File: src/rtl/song_pkg.sv
`default_nettype none
// ============================================================================
// Module      : song_pkg
// Description : Shared definitions for the song sequencer and note players:
//               FSM state encoding, ROM word field positions, the end-of-song
//               marker and the note/duration width.
// Revision    : 1.0 - initial release
// ============================================================================
package song_pkg;

    typedef enum logic [2:0] {
        IDLE       = 3'd0,
        FETCH      = 3'd1,
        WAIT_ROM   = 3'd2,
        DECODE     = 3'd3,
        ISSUE      = 3'd4,
        GAP        = 3'd5,
        WAIT_BEATS = 3'd6,
        DONE       = 3'd7
    } state_t;

    localparam int NOTE_W = 6;

    // ROM word layout: [15] advance, [14:9] note, [8:3] duration/count
    localparam int ADV_BIT  = 15;
    localparam int NOTE_MSB = 14;
    localparam int NOTE_LSB = 9;
    localparam int DUR_MSB  = 8;
    localparam int DUR_LSB  = 3;

    localparam logic [15:0] END_MARKER = 16'h0000;

    function automatic logic [NOTE_W-1:0] word_note(input logic [15:0] w);
        return w[NOTE_MSB:NOTE_LSB];
    endfunction

    function automatic logic [NOTE_W-1:0] word_dur(input logic [15:0] w);
        return w[DUR_MSB:DUR_LSB];
    endfunction

endpackage
`default_nettype wire

File: src/rtl/beat_countdown.sv
`default_nettype none
// ============================================================================
// Module      : beat_countdown
// Description : Loadable down-counter that steps once per enabled beat and
//               saturates at zero.
// Ports       : clk, reset (sync, active-high)
//               load / load_val : load a new count (wins over en)
//               en              : decrement strobe (beat qualified by play)
//               count / zero    : current count, count == 0
// Revision    : 1.0 - initial release
// ============================================================================
module beat_countdown #(
    parameter int WIDTH = 6
) (
    input  logic             clk,
    input  logic             reset,
    input  logic             load,
    input  logic [WIDTH-1:0] load_val,
    input  logic             en,
    output logic [WIDTH-1:0] count,
    output logic             zero
);

    logic [WIDTH-1:0] count_q;
    logic [WIDTH-1:0] count_d;

    always_comb begin
        count_d = count_q;
        if (load) begin
            count_d = load_val;
        end else if (en && (count_q != '0)) begin
            count_d = count_q - WIDTH'(1);
        end
    end

    always_ff @(posedge clk) begin
        if (reset) begin
            count_q <= '0;
        end else begin
            count_q <= count_d;
        end
    end

    assign count = count_q;
    assign zero  = (count_q == '0);

endmodule
`default_nettype wire

File: src/rtl/song_sequencer.sv
`default_nettype none
// ============================================================================
// Module      : song_sequencer
// Description : Walks a song held in synchronous ROM and issues one-cycle
//               load_new_note strobes (note + duration) to the note
//               distributor, waiting programmed beat counts between groups.
// Ports       : clk, reset (sync, active-high), play (0 = freeze),
//               beat (48 Hz strobe), new_song/song (restart select),
//               rom_addr/rom_data (1-cycle latency ROM),
//               load_new_note/note_to_load/duration_to_load, song_done.
// Options     : SONG_LOOP_EN - restart the song at entry 0 on end-of-song
//               instead of returning to IDLE.
// Revision    : 1.0 - initial release
// ============================================================================
module song_sequencer
    import song_pkg::*;
#(
    parameter int SONG_W  = 2,
    parameter int ENTRY_W = 5,
    parameter int DATA_W  = 16
) (
    input  logic                      clk,
    input  logic                      reset,
    input  logic                      play,
    input  logic                      beat,
    input  logic                      new_song,
    input  logic [SONG_W-1:0]         song,
    input  logic [DATA_W-1:0]         rom_data,
    output logic [SONG_W+ENTRY_W-1:0] rom_addr,
    output logic                      load_new_note,
    output logic [NOTE_W-1:0]         note_to_load,
    output logic [NOTE_W-1:0]         duration_to_load,
    output logic                      song_done
);

    state_t                    state_q, state_d;
    logic [SONG_W-1:0]         song_q, song_d;
    logic [ENTRY_W-1:0]        index_q, index_d;
    logic                      wrap_q, wrap_d;
    logic [DATA_W-1:0]         rom_word_q, rom_word_d;
    logic [SONG_W+ENTRY_W-1:0] rom_addr_q, rom_addr_d;
    logic                      load_q, load_d;
    logic [NOTE_W-1:0]         note_q, note_d;
    logic [NOTE_W-1:0]         dur_q, dur_d;
    logic                      done_q, done_d;

    logic                      cnt_load;
    logic                      beat_en;
    logic [NOTE_W-1:0]         cnt_count;
    logic                      cnt_zero;
    logic                      is_end;

    // A new_song beat is dropped, and beats only count while waiting.
    assign beat_en = beat && play && !new_song && (state_q == WAIT_BEATS);

    // Having consumed the last index, the following fetch is an end marker.
    assign is_end = (rom_word_q == END_MARKER) || wrap_q;

    beat_countdown #(
        .WIDTH (NOTE_W)
    ) u_countdown (
        .clk      (clk),
        .reset    (reset),
        .load     (cnt_load),
        .load_val (word_dur(rom_word_q)),
        .en       (beat_en),
        .count    (cnt_count),
        .zero     (cnt_zero)
    );

    always_comb begin
        state_d    = state_q;
        song_d     = song_q;
        index_d    = index_q;
        wrap_d     = wrap_q;
        rom_word_d = rom_word_q;
        note_d     = note_q;
        dur_d      = dur_q;
        load_d     = 1'b0;
        done_d     = 1'b0;
        cnt_load   = 1'b0;

        if (new_song) begin
            song_d  = song;
            index_d = '0;
            wrap_d  = 1'b0;
            state_d = FETCH;
        end else if (play) begin
            case (state_q)
                IDLE: ;
                FETCH:    state_d = WAIT_ROM;
                WAIT_ROM: begin
                    rom_word_d = rom_data;
                    state_d    = DECODE;
                end
                DECODE: begin
                    if (is_end) begin
`ifdef SONG_LOOP_EN
                        index_d = '0;
                        wrap_d  = 1'b0;
                        done_d  = 1'b1;
                        state_d = FETCH;
`else
                        state_d = DONE;
`endif
                    end else if (rom_word_q[ADV_BIT]) begin
                        if (word_dur(rom_word_q) == '0) begin
                            wrap_d  = (index_q == '1);
                            index_d = index_q + ENTRY_W'(1);
                            state_d = FETCH;
                        end else begin
                            cnt_load = 1'b1;
                            state_d  = WAIT_BEATS;
                        end
                    end else begin
                        state_d = ISSUE;
                    end
                end
                ISSUE: begin
                    load_d  = 1'b1;
                    note_d  = word_note(rom_word_q);
                    dur_d   = word_dur(rom_word_q);
                    wrap_d  = (index_q == '1);
                    index_d = index_q + ENTRY_W'(1);
                    state_d = GAP;
                end
                GAP: state_d = FETCH;
                WAIT_BEATS: begin
                    // zero only guards against a count that is already spent
                    if (cnt_zero || (beat_en && (cnt_count == NOTE_W'(1)))) begin
                        wrap_d  = (index_q == '1);
                        index_d = index_q + ENTRY_W'(1);
                        state_d = FETCH;
                    end
                end
                DONE: begin
                    done_d  = 1'b1;
                    state_d = IDLE;
                end
                default: state_d = IDLE;
            endcase
        end

        rom_addr_d = {song_d, index_d};
    end

    always_ff @(posedge clk) begin
        if (reset) begin
            state_q    <= IDLE;
            song_q     <= '0;
            index_q    <= '0;
            wrap_q     <= 1'b0;
            rom_word_q <= '0;
            rom_addr_q <= '0;
            load_q     <= 1'b0;
            note_q     <= '0;
            dur_q      <= '0;
            done_q     <= 1'b0;
        end else begin
            state_q    <= state_d;
            song_q     <= song_d;
            index_q    <= index_d;
            wrap_q     <= wrap_d;
            rom_word_q <= rom_word_d;
            rom_addr_q <= rom_addr_d;
            load_q     <= load_d;
            note_q     <= note_d;
            dur_q      <= dur_d;
            done_q     <= done_d;
        end
    end

    assign rom_addr         = rom_addr_q;
    assign load_new_note    = load_q;
    assign note_to_load     = note_q;
    assign duration_to_load = dur_q;
    assign song_done        = done_q;

endmodule
`default_nettype wire

File: config.mk
export PLATFORM = sky130hd
export DESIGN_NAME = song_sequencer
export DESIGN_NICKNAME = d
export VERILOG_FILES = /design/src/rtl/song_pkg.sv /design/src/rtl/beat_countdown.sv /design/src/rtl/song_sequencer.sv
export SDC_FILE = /design/constraint.sdc
export NUM_CORES = 1
export LEC_CHECK = 0
export CAP_MARGIN = 20
export CORE_AREA = 5 5 68 101
export DETAILED_ROUTE_END_ITERATION = 7
export DIE_AREA = 0 0 73 106
export SLEW_MARGIN = 30
export SYNTH_ARGS = -nofsm -noshare
export SYNTH_HDL_FRONTEND = slang
export SYNTH_SLANG_ARGS = --single-unit
File: constraint.sdc
create_clock -name clk -period 2.35 [get_ports clk]
set_input_delay 0.5875 -clock clk [delete_from_list [all_inputs] [get_ports clk]]
set_output_delay 0.5875 -clock clk [all_outputs]
set_load 0.03 [all_outputs]
==> summary.rpt <==
PHYSICAL IMPLEMENTATION REPORT
----------------------------------------------------
[Setup path]
  CP Launch Point ........................ new_song
  Required arrival time at the worst endpoint ........................ 2.59 ns
  Category of the most critical setup path ........................ in2reg
  Register-to-register setup slack ........................ between 0.3 and 0.4 ns
  Reg-to-reg endpoint ........................ state_q[2]
  Capturing element type of the critical path ........................ register
  Worst Setup EP ........................ state_q[2]
  Buf/Inv on CP ........................ 1
  Ordered list of cells on the worst path ........................ clkdlybuf4s50_1 > and4bb_2 > nand4_4 > a221o_1 > or3_1 > a21oi_1
  Worst setup SP type ........................ input pin
  Worst path slowest cell ........................ clkdlybuf4s50_1

[Layout]
  Area share of buffers outside the clock network ........................ around 18%
  Post-layout instance area ........................ 2960 µm²
  Number of flip-flops under the largest register name ........................ 16
  Multi-input combinational gate total ........................ just under 200
  Sequential cells ........................ 47
  Layout overhead on the synthesized area ........................ 30.9%
  Clock-cell share of area ........................ 4.11%
  Gate Area ........................ 1230 µm²
  Signal buffers ........................ 58
  Multi-input combinational area share ........................ 41.5%
  Antenna diode instance count ........................ 0
  Fraction of final layout cells sized beyond drive strength 1 ........................ around a tenth
  Sequential share of cell area ........................ 31.8%
  Most numerous logic cell after layout ........................ dfxtp_1

[Routing]
  Routed wire length on met2 ........................ 2860 µm
  Total number of vias ........................ 2,050
  Tally of nets with antenna violations remaining after routing ........................ 0
  Average routed wire per standard cell ........................ about 14 µm
  Sum of routed wire length over all layers ........................ 5660 µm
  Routed vias/inst ........................ 5.22
  Highest signal layer in the routed design ........................ met4

[Global routing]
  Total global routing track utilization ........................ around 15%
  Peak-usage layer in the global routing report ........................ met2
  Via count of the first global-routing pass ........................ 2,007
  First-pass GRT wire length ........................ between 9000 and 10,000 µm
  Global routing usage on met2 ........................ between 20% and 30%

[Yosys]
  Dominant cells by area after synthesis ........................ dfxtp_1 (42%), mux2i_1 (8.0%), nor2_1 (6.3%)
  Cell area after synthesis ........................ 2260 µm²
  Synthesis area per yosys ........................ 2260 µm²
  Adder and majority gate portion of the synthesized area ........................ 3.66%
  Total of flip-flops plus latches after synthesis ........................ about 47
  Asr flop ratio synth ........................ 0%
  Ys flop type ........................ dfxtp_1
  Area fraction in and, or, nand and nor cells ........................ between 20% and 30%
  Multiplexer share of the synthesized area ........................ 8.48%
  Commonest cells in the netlist ........................ dfxtp_1 (47), nor2_1 (38), nand2_1 (31), a21oi_1 (25), mux2i_1 (18)
  Warning count from the yosys run ........................ 0
  Synthesized instance count ........................ 267
  Xor-xnor portion of the synthesized cell area ........................ 0.388%
  Nets in the synthesized netlist ........................ 296

[Clock network]
  Clock tree from TritonCTS ........................ yes
  Post-CTS clock slew at the launch and capture registers of the worst setup and hold paths ........................ 0.09 ns
  Clk sinks ........................ between 40 and 50
  Cell resize tally after clock tree synthesis ........................ 0
  Longest Clk Path Bufs ........................ 2
  Clk_lat worst skew ........................ ~0.3 ns

[Power]
  Sw power ........................ 0.348 mW
  Combinational logic power ........................ 0.120 mW
  Switching share of power ........................ 22.2%
  Sequential cell fraction of total power ........................ 51.6%
  Ratio of total power to cell area ........................ 529 nW/µm²
  Clock group share of total power ........................ 40.8%

[Final timing]
  Pin slew with the least headroom to its limit ........................ 0.515 ns
  Total count of max-transition violations in the final report ........................ 0
  Relative max-transition margin ........................ between 60% and 70%
  Maximum clock frequency ........................ 0.479 GHz
  Minimum hold slack ........................ 0.459 ns
  Part of the cycle the worst path needs ........................ 88.8%

[Placed design]
  PortBufs ........................ 43
  Placed inst area ........................ 2830 µm²
  Dpl hpwl ........................ around 4200 µm
  Setup slack after placement ........................ -0.0401 ns

[Job]
  Count of tool warnings ........................ 28

[Outcome]
  Outcome ........................ finished clean

[Floorplanning]
  Horiz. Die Dim ........................ 73 µm
  Number of cell rows ........................ 35
  Top-level port count ........................ 44
  Num tapcells ........................ 74

[Worst hold path]
  Hold Crit Endpoint ........................ note_to_load[4]
  Classification of the worst-slack hold path ........................ reg2reg
  Min-Delay Path Depth ........................ 2
  Source of the worst hold timing path ........................ note_to_load[4]

----------------------------------------------------
Fig. 1: metal layers overlaid
Bar = 20 µm.
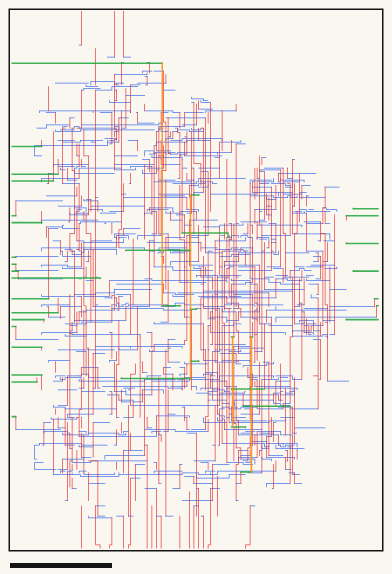
[metal 4] orange | wire length: 128 µm
[metal 1] blue | wire length: 2,460 µm
[metal 2] red | wire length: 2,860 µm
[metal 3] green | wire length: 212 µm

Fig. 2: local utilization
The die is cut into 7 by 11 equal tiles; dark blue is low, red is high, 0 to 100% covered.
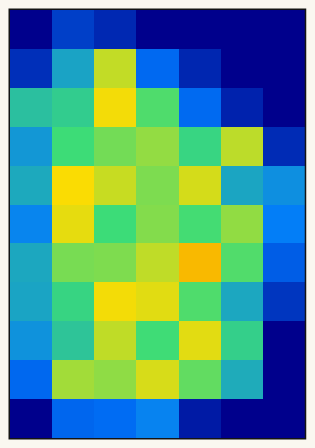
emptiest ninth of the die: top right
tiles over 75% full: 1.3%
densest ninth of the die: middle
mean over tiles: 37%
floorplan core density: 37.9%
utilization after layout: 49.6%
core region area: 5960 µm²

No activity file was given, so power comes from the tool's default toggle rates.
